### Gate-type map

Bar = 20 um.
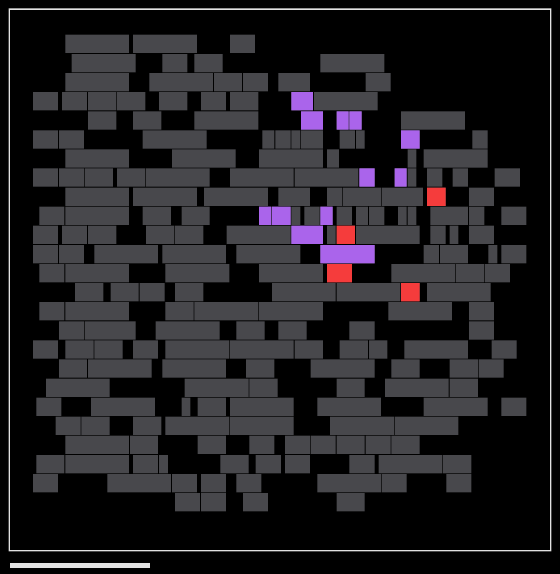
### Sequential cells colored by netlist name

Bar = 20 um. Other sequential cells in the stronger gray, the rest of the logic in the fainter gray.
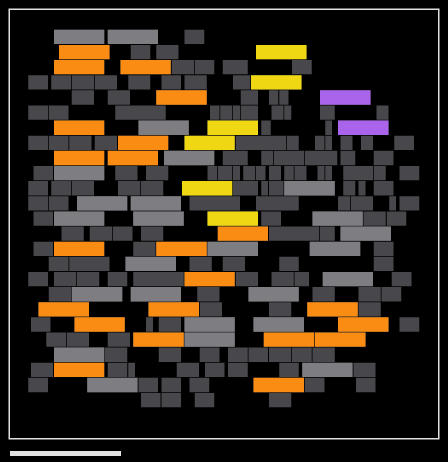
## config.mk

```make
export PLATFORM = sky130hd
export DESIGN_NAME = nxd_timer
export DESIGN_NICKNAME = d
export VERILOG_FILES = /design/src/rtl/nxd_timer_pkg.sv /design/src/rtl/nxd_timer.sv
export SDC_FILE = /design/constraint.sdc
export NUM_CORES = 1
export LEC_CHECK = 0
export CAP_MARGIN = 20
export CORE_MARGIN = 3
export CORE_UTILIZATION = 45
export CTS_BUF_LIST = sky130_fd_sc_hd__clkbuf_16
export CTS_CLUSTER_SIZE = 24
export DETAILED_ROUTE_END_ITERATION = 6
export PLACE_DENSITY = 0.73
export SYNTH_ARGS = -nofsm -noshare
export SYNTH_HDL_FRONTEND = slang
export SYNTH_SLANG_ARGS = --single-unit
```

## constraint.sdc

```tcl
create_clock -name clk -period 4.7 [get_ports clk]
set_clock_uncertainty 0.2 [all_clocks]
set_input_delay 0.47 -clock clk [delete_from_list [all_inputs] [get_ports clk]]
set_output_delay 0.47 -clock clk [all_outputs]
set_load 0.02 [all_outputs]
```

## src/rtl/nxd_timer_pkg.sv

```systemverilog
// Shared definitions for the non-existent-device IO timer: state encodings,
// the default timeout and the VMA physical IO address width.
package nxd_timer_pkg;

    localparam int NXD_TIMEOUT_DEFAULT = 64;
    localparam int VMA_ADDR_WIDTH      = 22;

    typedef enum logic [1:0] {
        ST_IDLE = 2'd0,
        ST_WAIT = 2'd1,
        ST_DONE = 2'd2,
        ST_TMO  = 2'd3
    } nxd_state_t;

    // A timeout of 1 still needs a one-bit counter.
    function automatic int count_width(input int timeout);
        return (timeout > 1) ? $clog2(timeout) : 1;
    endfunction

endpackage

```

## src/rtl/nxd_timer.sv

```systemverilog
// IO cycle watchdog: stalls the microsequencer until the addressed device acks,
// and flags a non-existent device if no ack arrives within nxdTIMEOUT enabled cycles.
module nxd_timer
    import nxd_timer_pkg::*;
#(
    parameter int nxdTIMEOUT = NXD_TIMEOUT_DEFAULT
) (
    input  logic                      clk,
    input  logic                      rst,
    input  logic                      clken,
    input  logic                      iolatch,
    input  logic [VMA_ADDR_WIDTH-1:0] ioADDR,
    input  logic                      ioACK,
    input  logic                      clrNXD,
    output logic                      ioWAIT,
    output logic                      ioDONE,
    output logic                      nxdINTR,
    output logic                      nxdERR,
    output logic [VMA_ADDR_WIDTH-1:0] nxdADDR
);

    localparam int            CW         = count_width(nxdTIMEOUT);
    localparam logic [CW-1:0] COUNT_LOAD = CW'(nxdTIMEOUT - 1);

    nxd_state_t                state;
    nxd_state_t                state_next;
    logic [CW-1:0]             count;
    logic                      last_iolatch;
    logic                      primed;
    logic [VMA_ADDR_WIDTH-1:0] cur_addr;
    logic                      start;
    logic                      tmo_entry;

    // primed stays low after reset until iolatch has been seen low, so a latch
    // already high when reset releases is never taken as a new IO cycle.
    assign start     = iolatch & ~last_iolatch & primed;
    assign tmo_entry = (state == ST_WAIT) & ~ioACK & (count == '0);

    always_ff @(posedge clk or posedge rst) begin
        if (rst) begin
            state <= ST_IDLE;
        end else if (clken) begin
            state <= state_next;
        end
    end

    always_comb begin
        state_next = state;
        unique case (state)
            ST_IDLE: if (start) state_next = ST_WAIT;
            ST_WAIT: begin
                if (ioACK) begin
                    state_next = ST_DONE;
                end else if (count == '0) begin
                    state_next = ST_TMO;
                end
            end
            ST_DONE: state_next = ST_IDLE;
            ST_TMO:  state_next = ST_IDLE;
            default: state_next = ST_IDLE;
        endcase
    end

    always_comb begin
        ioWAIT  = (state == ST_WAIT);
        ioDONE  = (state == ST_DONE);
        nxdINTR = (state == ST_TMO);
    end

    // Datapath; a timeout on the same cycle as clrNXD leaves the flag set.
    always_ff @(posedge clk or posedge rst) begin
        if (rst) begin
            last_iolatch <= 1'b0;
            primed       <= 1'b0;
            count        <= '0;
            cur_addr     <= '0;
            nxdERR       <= 1'b0;
            nxdADDR      <= '0;
        end else if (clken) begin
            last_iolatch <= iolatch;
            primed       <= primed | ~iolatch;
            if ((state == ST_IDLE) && start) begin
                count    <= COUNT_LOAD;
                cur_addr <= ioADDR;
            end else if ((state == ST_WAIT) && !ioACK && (count != '0)) begin
                count <= count - CW'(1);
            end
            if (tmo_entry) begin
                nxdERR  <= 1'b1;
                nxdADDR <= cur_addr;
            end else if (clrNXD) begin
                nxdERR <= 1'b0;
            end
        end
    end

endmodule

```

==> run_summary.xml <==
<?xml version="1.0" encoding="UTF-8"?>
<metrics>
  <group name="route">
    <metric name="met2_wirelength" unit="um">2148</metric>
    <metric name="routed_via_density" unit="">4.975</metric>
    <metric name="drt-total-wl" unit="um">4237</metric>
    <metric name="detail_route.drc_violations" unit="">0</metric>
    <metric name="route.top_layer_used" unit="">met4</metric>
    <metric name="drt-initial-drc-count" unit="">87</metric>
  </group>
  <group name="worst_setup_path">
    <metric name="r2r-end" unit="">cur_addr[8]</metric>
    <metric name="reg2regPathDepth" unit="">4</metric>
    <metric name="worst-endpoint-arrival" unit="ns">2.64</metric>
    <metric name="crit_path_max_fanout" unit="">21</metric>
    <metric name="regToRegSetupSlack" unit="ns">2.14</metric>
    <metric name="worstReg2RegStart" unit="">state[1]</metric>
    <metric name="cp-end-kind" unit="">flop</metric>
    <metric name="critical_path_class" unit="">input port to flop</metric>
    <metric name="timing.critical_path.max_delay_family" unit="">simple AND/OR/NAND/NOR gates</metric>
    <metric name="critPathCapture" unit="">cur_addr[8]</metric>
    <metric name="critical-path-max-stage-delay" unit="ns">0.84</metric>
    <metric name="crit_path_cell_trace" unit="">clkdlybuf4s50_1 &gt; nor4b_2 &gt; and3_1 &gt; buf_4 &gt; mux2_1</metric>
    <metric name="setup.worst_path.start_class" unit="">input port</metric>
  </group>
  <group name="floorplan">
    <metric name="core.rowCount" unit="">25</metric>
    <metric name="well_tap_count" unit="">67</metric>
    <metric name="die-area" unit="um2">5917</metric>
    <metric name="fp_util" unit="%">47.29</metric>
  </group>
  <group name="power_and_ir_drop">
    <metric name="design_power_total" unit="mW">1.156</metric>
    <metric name="power_per_cell_area" unit="nW/um2">386.0</metric>
    <metric name="ir_drop" unit="uV">225.1</metric>
    <metric name="total_leakage_power" unit="nW">1.337</metric>
  </group>
  <group name="sta">
    <metric name="layout_worst_path_cycle_share" unit="%">56.89</metric>
    <metric name="min_period" unit="ns">2.674</metric>
    <metric name="worst_hold_slack" unit="ns">0.2782</metric>
    <metric name="hold_viol_final" unit="">0</metric>
    <metric name="max_slew_margin" unit="%">34.75</metric>
    <metric name="worstMarginPinSlew" unit="ns">0.9788</metric>
    <metric name="grt_setup_unrepaired" unit="">false</metric>
  </group>
  <group name="grt">
    <metric name="grt-ovfl-total" unit="">0</metric>
    <metric name="first_pass_grt_wire_length" unit="um">7217</metric>
    <metric name="grtUsageTotal" unit="%">15.46</metric>
    <metric name="maximum_number_of_pins_on_one_net_before_global_route_repair" unit="">56</metric>
    <metric name="use_met1" unit="%">17.75</metric>
    <metric name="grt.busiest_layer" unit="">met2</metric>
    <metric name="antenna_found_initial" unit="">0</metric>
  </group>
  <group name="clocking">
    <metric name="clock_tree.buffer_depth" unit="">2</metric>
    <metric name="htree_num_levels" unit="">2</metric>
    <metric name="postCtsResizedCells" unit="">0</metric>
    <metric name="cts-buffers-inserted" unit="">5</metric>
    <metric name="cts.root.buffer_cell" unit="">sky130_fd_sc_hd__clkbuf_16</metric>
    <metric name="cts_tree" unit="">built</metric>
  </group>
  <group name="cells_and_area">
    <metric name="nonclk_buf_share" unit="%">19.13</metric>
    <metric name="sequential_cell_count" unit="">55</metric>
    <metric name="fin_nets" unit="">239</metric>
    <metric name="seq-cell-share" unit="%">45.95</metric>
    <metric name="comb_share" unit="%">27.03</metric>
    <metric name="largest_cell_class" unit="">registers</metric>
    <metric name="nMultiInputCombCells" unit="">87</metric>
    <metric name="n_antenna_cell" unit="">0</metric>
    <metric name="drive_gt1_share" unit="%">13.88</metric>
    <metric name="inv_count" unit="">4</metric>
  </group>
  <group name="yosys">
    <metric name="mappedNetlistArea" unit="um2">2263</metric>
    <metric name="synth_async_sr_flop_share" unit="%">100.0</metric>
    <metric name="edf_count" unit="">0</metric>
    <metric name="yosys_reg_bits" unit="">55</metric>
    <metric name="most_frequent_cells_after_synthesis" unit="">sky130_fd_sc_hd__dfrtp_1 (55), sky130_fd_sc_hd__mux2_1 (33), sky130_fd_sc_hd__mux2_2 (12)</metric>
    <metric name="yosysTopAreaCellShare" unit="%">60.81</metric>
    <metric name="yosys_warnings" unit="">0</metric>
    <metric name="synthTopCellsByArea" unit="">sky130_fd_sc_hd__dfrtp_1 (61%), sky130_fd_sc_hd__mux2_1 (16%), sky130_fd_sc_hd__mux2_2 (6.0%)</metric>
    <metric name="synthDistinctLibCells" unit="">34</metric>
    <metric name="avgSynthCellArea" unit="um2">14.89</metric>
    <metric name="nets_at_floorplan" unit="">182</metric>
  </group>
  <group name="place">
    <metric name="place_congestion" unit="">0.8172</metric>
    <metric name="post-dp-hpwl" unit="um">3003</metric>
  </group>
  <group name="worst_hold_path">
    <metric name="hold_path_startpoint" unit="">primed</metric>
    <metric name="whs_path_depth" unit="">1</metric>
    <metric name="min_path_type" unit="">flop to flop</metric>
  </group>
  <group name="flow_run">
    <metric name="openroad.warnings" unit="">27</metric>
  </group>
  <group name="run_status">
    <metric name="status" unit="">complete, no violations</metric>
  </group>
</metrics>
-- 'Gate-type map' (at the start) --
Key: red = AND-OR and OR-AND gates [cells 4]; purple = inverting AOI/OAI gates [cells 12]

-- 'Sequential cells colored by netlist name' (at the start) --
Key: purple = `state` [sequential cells 2]; yellow = `count` [sequential cells 6]; orange = `cur_addr` [sequential cells 22]
Another 25 sequential cells are not colored.
utilization after layout: 62.59%
flip-flop and latch area: 1376 um2

## cell families (layout without fill, tap and decap cells)
kind of cell / Yosys count / after routing / synth area share (%)
flops: 55 / 55 / 60.81
buf+inv: 10 / 67 / 3.427
compound gates: 16 / 16 / 5.749
fa+ha+maj: 2 / 2 / 1.105
mux: 45 / 45 / 22.39
simple gates: 24 / 24 / 6.523
## where the power goes
group          internal (mW)  switching, mW  total [mW]
registers              0.572         0.0574       0.629
logic                  0.103         0.0751       0.178
clock network          0.195          0.155       0.349
## metrics by stage
step | cells | worst slack [ns] | cell area (um2)
floorplan | 152 | 2.687 | 2263
global placement | 267 | 1.692 | 2823
detailed placement | 268 | 1.667 | 2838
CTS | 275 | 1.952 | 2975
global route | 276 | 1.856 | 2995
finish | 276 | 2.026 | 2995
No activity file was given, so power comes from the tool's default toggle rates.
